**src/rtl/encrypter_core.sv**
```systemverilog
// encrypter_core: iterative 64-bit substitution-permutation block cipher.
// Executes one round per clock. After ROUNDS rounds the whitened ciphertext
// and the final round key are registered and status is raised.
module encrypter_core #(
    parameter int unsigned ROUNDS = 16
) (
    input  logic        clk,
    input  logic        rst,
    input  logic        set,
    input  logic [63:0] data_in,
    input  logic [63:0] key_in,
    output logic        status,
    output logic [63:0] data_out,
    output logic [63:0] key_out
);

    localparam logic [7:0] ROUNDS_C = 8'(ROUNDS);

    typedef enum logic [1:0] {
        IDLE = 2'd0,
        LOAD = 2'd1,
        RUN  = 2'd2,
        DONE = 2'd3
    } fsm_t;

    fsm_t        fsm_r;
    logic [63:0] state_r;
    logic [63:0] key_r;
    logic [7:0]  cnt_r;

    logic [7:0]  rnd_s;
    logic [63:0] state_nxt_s;
    logic [63:0] key_nxt_s;

    // 4-bit substitution box
    function automatic logic [3:0] sbox(input logic [3:0] x);
        case (x)
            4'h0: return 4'hC;
            4'h1: return 4'h5;
            4'h2: return 4'h6;
            4'h3: return 4'hB;
            4'h4: return 4'h9;
            4'h5: return 4'h0;
            4'h6: return 4'hA;
            4'h7: return 4'hD;
            4'h8: return 4'h3;
            4'h9: return 4'hE;
            4'hA: return 4'hF;
            4'hB: return 4'h8;
            4'hC: return 4'h4;
            4'hD: return 4'h7;
            4'hE: return 4'h1;
            default: return 4'h2;
        endcase
    endfunction

    // S-box applied to all 16 nibbles
    function automatic logic [63:0] sub_layer(input logic [63:0] x);
        logic [63:0] y;
        y = 64'd0;
        for (int n = 0; n < 16; n++) begin
            y[6'(4 * n) +: 4] = sbox(x[6'(4 * n) +: 4]);
        end
        return y;
    endfunction

    // Bit i moves to (16*i) mod 63; bit 63 is fixed
    function automatic logic [63:0] perm_layer(input logic [63:0] x);
        logic [63:0] y;
        y = 64'd0;
        y[63] = x[63];
        for (int i = 0; i < 63; i++) begin
            y[6'((16 * i) % 63)] = x[6'(i)];
        end
        return y;
    endfunction

    // Key schedule: rotate left 13, substitute top nibble, mix in round number
    function automatic logic [63:0] key_next(input logic [63:0] k, input logic [7:0] r);
        logic [63:0] t;
        t = {k[50:0], k[63:51]};
        t[63:60] = sbox(t[63:60]);
        t[7:0] = t[7:0] ^ r;
        return t;
    endfunction

    // Round number and next-round datapath; LOAD always starts with round 1
    always_comb begin
        rnd_s = 8'd0;
        if (fsm_r == LOAD) begin
            rnd_s = 8'd1;
        end else begin
            rnd_s = cnt_r + 8'd1;
        end
        state_nxt_s = perm_layer(sub_layer(state_r ^ key_r));
        key_nxt_s   = key_next(key_r, rnd_s);
    end

    // Control FSM with datapath and registered outputs
    always_ff @(posedge clk or posedge rst) begin
        if (rst) begin
            fsm_r    <= IDLE;
            state_r  <= 64'd0;
            key_r    <= 64'd0;
            cnt_r    <= 8'd0;
            status   <= 1'b0;
            data_out <= 64'd0;
            key_out  <= 64'd0;
        end else begin
            case (fsm_r)
                IDLE: begin
                    status <= 1'b0;
                    if (set) begin
                        state_r <= data_in;
                        key_r   <= key_in;
                        cnt_r   <= 8'd0;
                        fsm_r   <= LOAD;
                    end else begin
                        fsm_r   <= IDLE;
                    end
                end
                LOAD: begin
                    status <= 1'b0;
                    if (set) begin
                        state_r <= data_in;
                        key_r   <= key_in;
                        cnt_r   <= 8'd0;
                    end else begin
                        state_r <= state_nxt_s;
                        key_r   <= key_nxt_s;
                        cnt_r   <= 8'd1;
                        fsm_r   <= RUN;
                    end
                end
                RUN: begin
                    if (set) begin
                        // abort: reload operands, previous result stays visible
                        state_r <= data_in;
                        key_r   <= key_in;
                        cnt_r   <= 8'd0;
                        status  <= 1'b0;
                        fsm_r   <= LOAD;
                    end else if (cnt_r == ROUNDS_C) begin
                        data_out <= state_r ^ key_r;
                        key_out  <= key_r;
                        status   <= 1'b1;
                        fsm_r    <= DONE;
                    end else begin
                        state_r <= state_nxt_s;
                        key_r   <= key_nxt_s;
                        cnt_r   <= rnd_s;
                    end
                end
                DONE: begin
                    if (set) begin
                        state_r <= data_in;
                        key_r   <= key_in;
                        cnt_r   <= 8'd0;
                        status  <= 1'b0;
                        fsm_r   <= LOAD;
                    end else begin
                        fsm_r   <= DONE;
                    end
                end
                default: begin
                    fsm_r  <= IDLE;
                    status <= 1'b0;
                end
            endcase
        end
    end

endmodule

```
**config.mk**
```make
export PLATFORM = sky130hd
export DESIGN_NAME = encrypter_core
export DESIGN_NICKNAME = d
export VERILOG_FILES = /design/src/rtl/encrypter_core.sv
export SDC_FILE = /design/constraint.sdc
export NUM_CORES = 1
export LEC_CHECK = 0
export CORE_AREA = 2 2 229 231
export DETAILED_ROUTE_END_ITERATION = 8
export DIE_AREA = 0 0 231 233
export PLACE_DENSITY = 0.48
export RECOVER_POWER = 25
export SYNTH_ARGS = -nofsm -noshare
export SYNTH_HDL_FRONTEND = slang
export SYNTH_SLANG_ARGS = --single-unit
```
**constraint.sdc**
```tcl
create_clock -name clk -period 24.4 [get_ports clk]
set_clock_uncertainty 0.2 [all_clocks]
set_input_delay 4.88 -clock clk [delete_from_list [all_inputs] [get_ports clk]]
set_output_delay 4.88 -clock clk [all_outputs]
set_load 0.03 [all_outputs]
```
==> flow_metrics.rpt, run 1 <==
IMPLEMENTATION SUMMARY REPORT
----------------------------------------------------
[Power]
  Power dissipated in sequential cells ........................ 0.688 mW
  VDD IR-drop max ........................ 84.8 uV
  Clock Power ........................ 0.503 mW
  Portion of total power attributed to the clock network ........................ 27.0%
  Power per cell area ........................ 110 mW/mm2
  Switching power share of the total ........................ 39.4%
  Logic pwr share ........................ 36.0%
  Standby leakage power ........................ 7.62 nW
  Combinational logic power ........................ 0.670 mW
  Sequential share of power ........................ 37.0%
  Net switching power ........................ 0.733 mW
  Main power group ........................ sequential cells
  Total power ........................ 1.86 mW
  Internal portion of total power ........................ 1.13 mW

[Synth]
  Area fraction in xor and xnor cells ........................ 5.65%
  Yosys cell types ........................ 47
  Largest non-sequential cell family by area ........................ multiplexers
  Synth Instances ........................ 1169
  Portion of synthesized cell area occupied by the leading cell type ........................ 52.5%
  Cell taking the most area after synthesis ........................ sky130_fd_sc_hd__dfrtp_1
  AND/OR/NAND/NOR Cells, Area Fraction ........................ 9.92%
  Ys flops ........................ 267
  Most common cell in the synthesized netlist ........................ sky130_fd_sc_hd__dfrtp_1
  EDFF count, synth ........................ 0
  Post-synth area hogs ........................ sky130_fd_sc_hd__dfrtp_1, sky130_fd_sc_hd__mux2_4, sky130_fd_sc_hd__nand2_1
  Per-instance average area after synthesis ........................ 10.9 um2
  Most frequent cells after synthesis ........................ sky130_fd_sc_hd__dfrtp_1, sky130_fd_sc_hd__nand2_1, sky130_fd_sc_hd__o21ai_0, sky130_fd_sc_hd__mux2i_1, sky130_fd_sc_hd__xnor2_1
  Synthesized net count ........................ 1327
  Fraction of the mapped netlist area in compound gates ........................ 9.86%
  Register share after synthesis ........................ 52.5%
  Share of cell area taken by muxes after synthesis ........................ 15.2%
  Number of warnings printed during yosys synthesis ........................ 0
  Adder share ........................ 2.66%
  Cell total in the yosys stat output ........................ 1169

[STA]
  Final Hold Vio Count ........................ 0
  Worst hold margin ........................ 0.278 ns
  Max-slew violation count ........................ 198
  Relative slew slack ........................ -172%
  Unrepaired setup endpoints after global routing ........................ no
  Final setup violating endpoints ........................ 0
  Tightest Pin Transition ........................ 4.05 ns
  Period utilization ........................ 37.3%
  Final worst-path setup slack ........................ 15.29 ns
  Highest clock frequency the design can meet ........................ 110 MHz

[CTS]
  Clock insertion delay at the later pin of the skew report ........................ 0.54 ns
  Clock buffers created by TritonCTS ........................ 34
  Total setup buffers inserted after CTS ........................ 0
  Root Driver ........................ sky130_fd_sc_hd__clkbuf_16
  Post-cts sizing count ........................ 0
  Clock H-tree levels ........................ 2
  Quantity of hold-fixing buffers added after cts ........................ 0
  CTS tree ........................ built
  Worst-case clock buffer depth ........................ 3
  Number of clock sinks seen by CTS ........................ 267

[Hold path]
  Cell count of the worst hold path ........................ 2
  Worst-case hold path end point ........................ data_out[43]
  Startpoint of the worst hold path ........................ data_out[43]
  Worst min-delay path category ........................ reg -> reg

[Detailed routing]
  Drt via density ........................ 4.34
  Post-detailed-route wirelength per cell ........................ 19.8 um
  Met1 layer wirelength in the final routing ........................ 19200 um
  Number of violations reported at the end of detailed-routing iteration 0 ........................ 475
  Highest routed layer ........................ met5
  Detail Route met2 WL ........................ 19200 um
  Total iterations of the first detailed-routing run ........................ 5
  Met3 WL ........................ 2590 um
  DRC violation count after routing ........................ 0

[GRT]
  Vias in the first global route ........................ 9473
  Global-route total usage across every layer ........................ 15.6%
  Gr busiest metal ........................ met2
  Met2 capacity usage during global routing ........................ 25.0%
  Number of antenna violations at the first check in global routing ........................ 5
  Met3 Use GR ........................ 4.00%
  Wire length of the first global-routing pass ........................ 62000 um
  Overall overflow remaining after global route ........................ 0
  Largest net degree at the start of global routing ........................ 87

[Die]
  Starting Density ........................ 24.9%
  DIE AREA ........................ 0.0538 mm2
  Vertical die dimension ........................ 233 um
  I/O Pins ........................ 260
  Die W ........................ 231 um

[Layout]
  Share of post-route cells with drive strength above 1 ........................ 9.91%
  Most common library cell in the layout ignoring fill and taps ........................ sky130_fd_sc_hd__dfrtp_1
  Area added between synthesis and finish ........................ 33.0%
  Filler Cells Inserted ........................ 5230
  Layout net count ........................ 1559
  Dominant logic cell types in the final layout ........................ sky130_fd_sc_hd__dfrtp_1, sky130_fd_sc_hd__clkdlybuf4s50_1, sky130_fd_sc_hd__nand2_1

[Worst setup path]
  Type of element capturing the critical path ........................ register
  Number of cells traversed by the worst register-to-register path ........................ 7
  CP delay by family, top ........................ buffers and inverters
  Source of the worst register-to-register timing path ........................ cnt_r[0]
  Capture instance of the worst register-to-register path ........................ key_out[34]
  Critical path buffer and inverter count ........................ 3
  Setup slack on the worst flop-to-flop path ........................ 20.43 ns
  Endpoint required time on the critical path ........................ 24.60 ns
  Cells traversed along the worst timing path ........................ clkbuf_1, clkbuf_1, buf_4, or3_1, nor3_1, or3b_2
  Sort of element at the start of the critical path ........................ input port
  Slowest Stage Delay on Critical Path ........................ 2.45 ns
  Most common cell on crit path ........................ sky130_fd_sc_hd__clkbuf_1
  Arrival time worst endpoint ........................ 9.31 ns
  Largest fanout on the critical path ........................ 83
  Cell with the biggest individual delay on the critical path ........................ sky130_fd_sc_hd__clkbuf_1

[Placement]
  Final weighted congestion in routability-driven placement ........................ 0.800
  Area after detailed placement ........................ 0.0159 mm2
  Placed cell count ........................ 2045
  Number of port buffers ........................ 259
  Detail Placement HPWL ........................ 29900 um

[Run status]
  Run status ........................ complete, but fails checks
  Failing checks ........................ capacitance limit, slew limit

[Job]
  Max_cap viols ........................ 3

----------------------------------------------------
[run 1: layout make-up]
| type | count | area, um2 | area share [%] |
|---|---|---|---|
| antenna | 4 | 10.0 | 0.0592 |
| clock buffer | 46 | 947 | 5.60 |
| clock inverter | 12 | 145 | 0.858 |
| inverter | 34 | 129 | 0.762 |
| multi-input combinational | 795 | 5490 | 32.5 |
| sequential | 267 | 6680 | 39.5 |
| tap | 680 | 851 | 5.03 |
| timing repair buffer | 269 | 2660 | 15.7 |
[run 1: worst max-delay path by stage]
stage                   end  cells past startpoint
2_1_floorplan      cnt_r[0]                      1
3_3_place_gp   data_out[60]                      4
3_5_place_dp   data_out[62]                      4
4_1_cts         key_out[61]                      4
5_1_grt         state_r[61]                      4
6_report           key_r[6]                      6
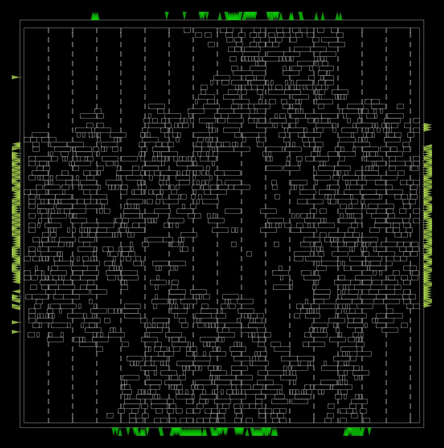
Figure 1: run 1, placement view.
final cell count without fillers: 2107
final core utilization: 33.1%
number of sequential storage elements: 267

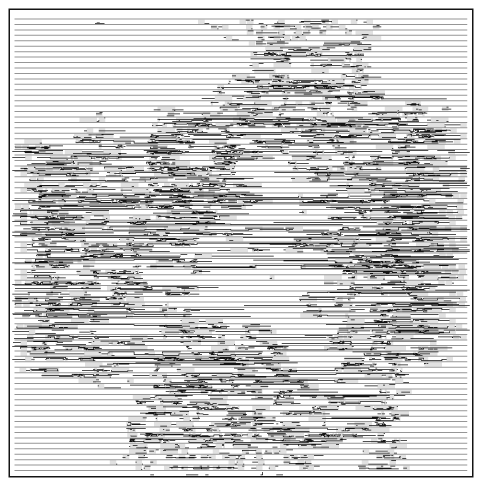
Figure 2: run 1, metal 1.
(2 px per um) Supply wires on this layer in gray. Cells faint in the background.
The longest straight run is 71.3 um. The layer carries 19200 um of wire. The layer holds 46% of the routed length. 1384 nets have wire on it.
met1 Resource Use GR: 20.5%
wire length reported by the detailed router: 41800 um
overall via count from detail_route: 9151

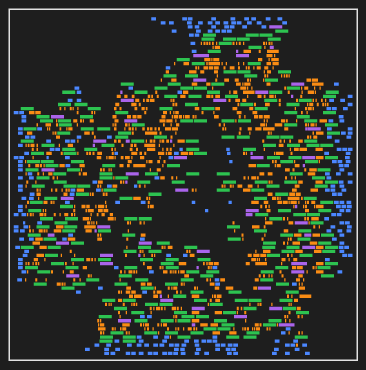
Figure 3: run 1, placement by cell class.
(1.5 px per um)
Purple marks clock drivers and dummy loads, cells 58, share of their area 6.8%. Blue marks other buffers and delay cells, cells 269, share of their area 17%. Orange marks all other logic, cells 829, share of their area 35%. Green marks flip-flops, cells 267, share of their area 42%.
area of all placed cells without fillers: 0.0169 mm2
core footprint: 0.0511 mm2
register share of the cell area: 39.5%
Std-Cell Rows: 83

Figure 4. Port wiring (run 1).
(1 px per um)
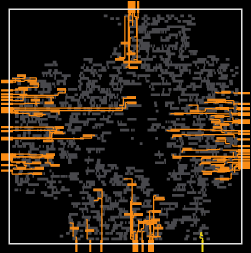

==> run 2: changes to the inputs <==
PLACE_DENSITY = 0.49   (was 0.48)
clock period = 7.7 ns   (was 24.4 ns; I/O delays follow)
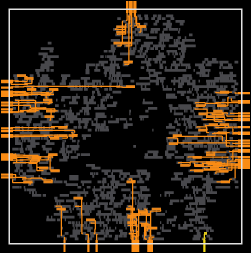
Figure 5: run 2, port wiring.
(1 px per um)
Orange marks key_out, direction output, edge 23 right, 22 left, 13 bottom, 6 top, end cells 64, wire 2980 um. Yellow marks rst, direction input, edge bottom, end cells 1, wire 10.4 um.
number of port buffers: 259
I/O Pins: 260

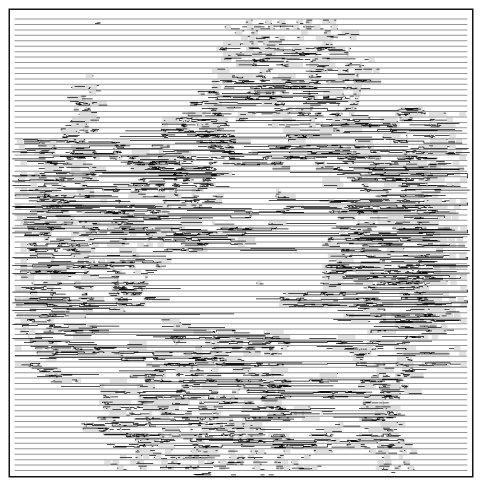
Figure 6: run 2, metal 1.
(2 px per um) Supply wires on this layer in gray. Cells faint in the background.
The longest straight run is 92.5 um. The layer holds 45% of the routed length. The layer carries 18700 um of wire. 1369 nets have wire on it.
met1 Resource Use GR: 20.4%
overall via count from detail_route: 9268
wire length reported by the detailed router: 41600 um

==> run 2 against run 1 <==
Against the previous run:
- the run still ends with capacitance limit, slew limit left
- count of clock-buffer cells in the layout up 5
- final area up 0.61%
- first-iteration DRC count increased by 18%
- sequential power grew to 3.2 times the previous value
==> flow_metrics.rpt, run 2 <==
IMPLEMENTATION SUMMARY REPORT
----------------------------------------------------
[CTS]
  CTS tree ........................ built (unchanged)
  Total setup buffers inserted after CTS ........................ 0 (unchanged)
  Number of clock sinks seen by CTS ........................ 267 (unchanged)
  Clock insertion delay at the later pin of the skew report ........................ 0.53 ns (was 0.54 ns)
  Worst-case clock buffer depth ........................ 3 (unchanged)
  Quantity of hold-fixing buffers added after cts ........................ 0 (unchanged)
  Clock buffers created by TritonCTS ........................ 34 (unchanged)
  Post-cts sizing count ........................ 0 (unchanged)
  Clock H-tree levels ........................ 2 (unchanged)

[Worst setup path]
  Cells traversed along the worst timing path ........................ clkbuf_4, buf_4, clkbuf_1, or3_1, nor3_1, or3b_2 (was clkbuf_1, clkbuf_1, buf_4, or3_1, nor3_1, or3b_2)
  Slowest Stage Delay on Critical Path ........................ 2.42 ns (was 2.45 ns)
  Sort of element at the start of the critical path ........................ input port (unchanged)
  Critical path buffer and inverter count ........................ 3 (unchanged)
  Cell with the biggest individual delay on the critical path ........................ sky130_fd_sc_hd__clkbuf_1 (unchanged)
  Largest fanout on the critical path ........................ 80 (was 83)
  Type of element capturing the critical path ........................ register (unchanged)
  Arrival time worst endpoint ........................ 5.50 ns (was 9.31 ns)
  CP delay by family, top ........................ buffers and inverters (unchanged)

[Layout]
  Final core utilization ........................ 33.3% (was 33.1%)
  Area added between synthesis and finish ........................ 33.8% (was 33.0%)
  Share of post-route cells with drive strength above 1 ........................ 10.4% (was 9.91%)
  Layout net count ........................ 1560 (was 1559)
  Dominant logic cell types in the final layout ........................ sky130_fd_sc_hd__dfrtp_1, sky130_fd_sc_hd__clkdlybuf4s50_1, sky130_fd_sc_hd__nand2_1 (unchanged)

[Synth]
  AND/OR/NAND/NOR Cells, Area Fraction ........................ 9.92% (unchanged)
  EDFF count, synth ........................ 0 (unchanged)
  Area fraction in xor and xnor cells ........................ 5.65% (unchanged)
  Synthesized net count ........................ 1327 (unchanged)
  Yosys cell types ........................ 47 (unchanged)
  Largest non-sequential cell family by area ........................ multiplexers (unchanged)
  Cell taking the most area after synthesis ........................ sky130_fd_sc_hd__dfrtp_1 (unchanged)
  Fraction of the mapped netlist area in compound gates ........................ 9.86% (unchanged)
  Cell total in the yosys stat output ........................ 1169 (unchanged)
  Portion of synthesized cell area occupied by the leading cell type ........................ 52.5% (unchanged)
  Share of cell area taken by muxes after synthesis ........................ 15.2% (unchanged)
  Most common cell in the synthesized netlist ........................ sky130_fd_sc_hd__dfrtp_1 (unchanged)
  Post-synth area hogs ........................ sky130_fd_sc_hd__dfrtp_1, sky130_fd_sc_hd__mux2_4, sky130_fd_sc_hd__nand2_1 (unchanged)
  Synth Instances ........................ 1169 (unchanged)
  Per-instance average area after synthesis ........................ 10.9 um2 (unchanged)
  Number of warnings printed during yosys synthesis ........................ 0 (unchanged)
  Register share after synthesis ........................ 52.5% (unchanged)
  Ys flops ........................ 267 (unchanged)

[Die]
  Std-Cell Rows ........................ 83 (unchanged)
  Core footprint ........................ 0.0511 mm2 (unchanged)
  Starting Density ........................ 24.9% (unchanged)
  Die W ........................ 231 um (unchanged)

[STA]
  Unrepaired setup endpoints after global routing ........................ no (unchanged)
  Final setup violating endpoints ........................ 0 (unchanged)
  Final Hold Vio Count ........................ 0 (unchanged)
  Period utilization ........................ 68.9%
  Highest clock frequency the design can meet ........................ 189 MHz
  Tightest Pin Transition ........................ 3.38 ns (was 4.05 ns)
  Worst hold margin ........................ 0.274 ns (was 0.278 ns)
  Max-slew violation count ........................ 217 (was 198)
  Relative slew slack ........................ -125% (was -172%)

[Placement]
  Area after detailed placement ........................ 0.0159 mm2 (about the same)
  Final weighted congestion in routability-driven placement ........................ 0.785 (was 0.800)
  Placed cell count ........................ 2046 (was 2045)
  Detail Placement HPWL ........................ 29800 um (was 29900 um)

[Power]
  Switching power share of the total ........................ 39.3% (was 39.4%)
  Sequential share of power ........................ 36.4% (was 37.0%)
  Main power group ........................ sequential cells (unchanged)
  VDD IR-drop max ........................ 156 uV (was 84.8 uV)
  Total power ........................ 6.01 mW (was 1.86 mW)
  Standby leakage power ........................ 7.68 nW (was 7.62 nW)
  Portion of total power attributed to the clock network ........................ 28.0% (was 27.0%)
  Power dissipated in sequential cells ........................ 2.19 mW (was 0.688 mW)
  Power per cell area ........................ 353 mW/mm2 (was 110 mW/mm2)
  Net switching power ........................ 2.36 mW (was 0.733 mW)
  Logic pwr share ........................ 35.6% (was 36.0%)
  Internal portion of total power ........................ 3.65 mW (was 1.13 mW)

[GRT]
  Gr busiest metal ........................ met2 (unchanged)
  Number of antenna violations at the first check in global routing ........................ 8 (was 5)
  Met3 Use GR ........................ 4.13% (was 4.00%)
  Vias in the first global route ........................ 9602 (was 9473)
  Overall overflow remaining after global route ........................ 0 (unchanged)
  Largest net degree at the start of global routing ........................ 147 (was 87)
  Wire length of the first global-routing pass ........................ 62100 um (was 62000 um)

[Detailed routing]
  Drt via density ........................ 4.39 (was 4.34)
  Detail Route met2 WL ........................ 19200 um (about the same)
  Met3 WL ........................ 2970 um (was 2590 um)
  Total iterations of the first detailed-routing run ........................ 4 (was 5)
  Post-detailed-route wirelength per cell ........................ 19.7 um (was 19.8 um)
  Number of violations reported at the end of detailed-routing iteration 0 ........................ 560 (was 475)
  Highest routed layer ........................ met5 (unchanged)
  Met1 layer wirelength in the final routing ........................ 18700 um (was 19200 um)

[Run status]
  Run status ........................ complete, but fails checks (unchanged)
  Failing checks ........................ capacitance limit, slew limit (unchanged)

[Hold path]
  Worst min-delay path category ........................ reg -> reg (unchanged)

[Job]
  Max_cap viols ........................ 3 (unchanged)

----------------------------------------------------
==> run 2: layout make-up <==
| cell class | count | area (um2) |
|---|---|---|
| diodes | 3 | 7.51 |
| clock buffers | 51 | 1060 |
| clock inverters | 10 | 130 |
| fillers | 5229 | 34100 |
| inverters | 34 | 131 |
| multi-input cells | 795 | 5470 |
| flip-flops and latches | 267 | 6680 |
| well taps | 680 | 851 |
| repair buffers | 270 | 2680 |
==> run 2: path summary, 6_finish.rpt <==
check                      cells past startpoint  slack (ns)            to    startpoint
hold / removal                                 2        0.27  data_out[13]  data_out[13]
setup / recovery                               6        2.40      key_r[6]           set
min in group asynchronous                      3        1.53  data_out[25]           rst
hold reg to reg                                2        0.27  data_out[13]  data_out[13]
max in group asynchronous                      4        4.35  data_out[61]           rst
setup reg to reg                               7        2.51   key_out[25]      cnt_r[0]
Figure 7. Placement view (run 2).
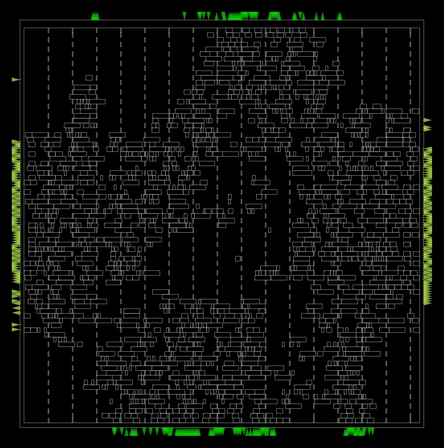

==> run 3: changes to the inputs <==
clock period = 4.5 ns   (was 7.7 ns; I/O delays follow)
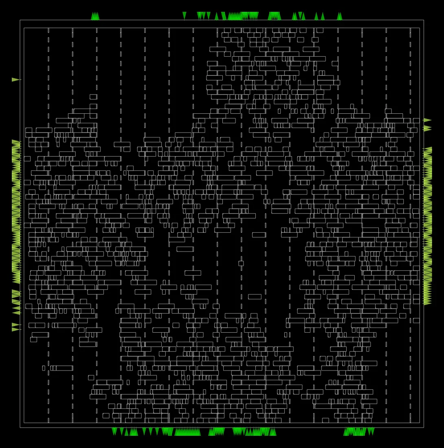
Figure 8: run 3, placement view.
well-tap cell count: 680
register share of the cell area: 39.2%
final cell count without fillers: 2110
final core utilization: 33.4%

==> run 3 against run 2 <==
Against the previous run:
- the run still ends with capacitance limit, slew limit left
- worst hold slack gained 0.0054 ns
- clock power grew 67%
- flip-flop count is the same
- count of clock-buffer cells in the layout is the same
==> flow_metrics.rpt, run 3 <==
IMPLEMENTATION SUMMARY REPORT
----------------------------------------------------
[Run status]
  Run status ........................ complete, but fails checks (unchanged)
  Failing checks ........................ capacitance limit, slew limit (unchanged)

[Layout]
  Clock buf count ........................ 51 (unchanged)
  Clock-cell share of area ........................ 6.69% (was 6.99%)
  Non-clock buffer instance count of the final layout ........................ 274 (was 270)
  Invs w/o clock ........................ 34 (unchanged)
  Share of post-route cells with drive strength above 1 ........................ 10.6% (was 10.4%)
  Combinational gate area ........................ 0.00552 mm2 (was 0.00547 mm2)
  Layout net count ........................ 1565 (was 1560)
  Area of all sequential standard cells ........................ 0.00668 mm2 (unchanged)
  Antenna fix cells ........................ 1 (was 3)
  Layout multi-input combinational cell count ........................ 795 (unchanged)

[Die]
  Starting Density ........................ 24.9% (unchanged)
  Vertical die dimension ........................ 233 um (unchanged)
  Core footprint ........................ 0.0511 mm2 (unchanged)
  Std-Cell Rows ........................ 83 (unchanged)
  I/O Pins ........................ 260 (unchanged)

[Worst setup path]
  Worst path depth ........................ 3 (was 6)
  Start point of the critical path ........................ rst (was set)
  Arrival time worst endpoint ........................ 3.75 ns (was 5.50 ns)
  Type of element capturing the critical path ........................ asynchronous set/reset pin (was register)
  Number of cells traversed by the worst register-to-register path ........................ 7 (unchanged)
  CP delay by family, top ........................ buffers and inverters (unchanged)
  Critical path buffer and inverter count ........................ 3 (unchanged)
  Cells traversed along the worst timing path ........................ dlygate4sd3_1, clkinvlp_2, clkbuf_4 (was clkbuf_4, buf_4, clkbuf_1, or3_1, nor3_1, or3b_2)
  Capture instance of the worst register-to-register path ........................ key_out[26] (was key_out[25])
  Setup slack on the worst flop-to-flop path ........................ 1.35 ns (was 2.51 ns)
  Source of the worst register-to-register timing path ........................ cnt_r[0] (unchanged)

[Hold path]
  Worst min-delay path category ........................ reg -> reg (unchanged)

[GRT]
  Number of antenna violations at the first check in global routing ........................ 5 (was 8)
  Gr busiest metal ........................ met2 (unchanged)
  Global-route total usage across every layer ........................ 15.7% (was 15.5%)
  Met1 Resource Use GR ........................ 20.9% (was 20.4%)
  Largest net degree at the start of global routing ........................ 110 (was 147)

[Power]
  VDD IR-drop max ........................ 285 uV (was 156 uV)
  Internal portion of total power ........................ 6.19 mW (was 3.65 mW)
  Portion of total power attributed to the clock network ........................ 27.4% (was 28.0%)
  Combinational logic power ........................ 3.70 mW (was 2.14 mW)
  Sequential share of power ........................ 36.5% (was 36.4%)

[Synth]
  Portion of synthesized cell area occupied by the leading cell type ........................ 52.5% (unchanged)
  Per-instance average area after synthesis ........................ 10.9 um2 (unchanged)
  Yosys cell types ........................ 47 (unchanged)
  Register share after synthesis ........................ 52.5% (unchanged)
  Cell taking the most area after synthesis ........................ sky130_fd_sc_hd__dfrtp_1 (unchanged)
  Number of warnings printed during yosys synthesis ........................ 0 (unchanged)
  Synth Instances ........................ 1169 (unchanged)

[STA]
  Final Hold Vio Count ........................ 0 (unchanged)
  Max-slew violation count ........................ 38 (was 217)
  Period utilization ........................ 77.1%
  Highest clock frequency the design can meet ........................ 288 MHz
  Unrepaired setup endpoints after global routing ........................ no (unchanged)
  Final setup violating endpoints ........................ 0 (unchanged)
  Tightest Pin Transition ........................ 1.94 ns (was 3.38 ns)

[Detailed routing]
  Overall via count from detail_route ........................ 9202 (was 9268)
  Drt via density ........................ 4.36 (was 4.39)
  Post-detailed-route wirelength per cell ........................ 19.9 um (was 19.7 um)
  Met3 WL ........................ 2840 um (was 2970 um)

[CTS]
  Root Driver ........................ sky130_fd_sc_hd__clkbuf_16 (unchanged)
  Number of clock sinks seen by CTS ........................ 267 (unchanged)
  Quantity of hold-fixing buffers added after cts ........................ 0 (unchanged)
  Clock H-tree levels ........................ 2 (unchanged)
  Total setup buffers inserted after CTS ........................ 0 (unchanged)

[Job]
  Max_cap viols ........................ 1 (was 3)

[Placement]
  Detail Placement HPWL ........................ 29800 um (about the same)

----------------------------------------------------
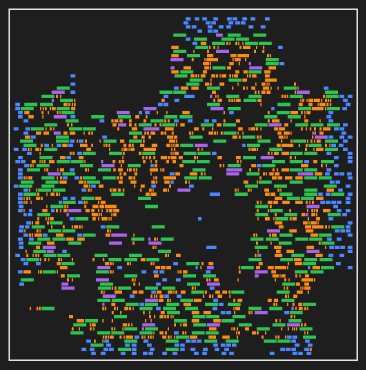
Figure 9: run 3, placement by cell class.
(1.5 px per um)
Blue marks other buffers and delay cells, cells 274, share of their area 17%. Purple marks clock drivers and dummy loads, cells 59, share of their area 7.0%. Orange marks all other logic, cells 829, share of their area 35%. Green marks flip-flops, cells 267, share of their area 41%.
area of all placed cells without fillers: 0.0171 mm2

==> run 3: logic make-up after synthesis <==
family	synth area share, %
xor+xnor	5.65
flops	52.5
fa+ha+maj	2.66
compound gates	9.86
simple gates	9.92
buf+inv	4.13
mux	15.2
==> run 3: worst reg2reg max path: cells and delay by family (launching register included) <==
kind          cells  cell delay, ns
fa+ha+maj         1            0.19
buf+inv           2            0.64
flops             1            0.44
mux               1            0.42
simple gates      3            1.12
==> run 3: metrics by stage <==
step           area (um2)  cells  hold WS, ns  power, mW  setup slack [ns]
2_1_floorplan       12700   1169        0.305       6.11            -0.125
3_3_place_gp        15900   2050        0.265       7.50              1.13
3_5_place_dp        15900   2050        0.270       7.59              1.13
4_1_cts             17100   2109        0.283       10.5              1.33
5_1_grt             17100   2110        0.316       11.0             0.546
6_report            17100   2110        0.279       10.3              1.03
No activity file was given, so power comes from the tool's default toggle rates.
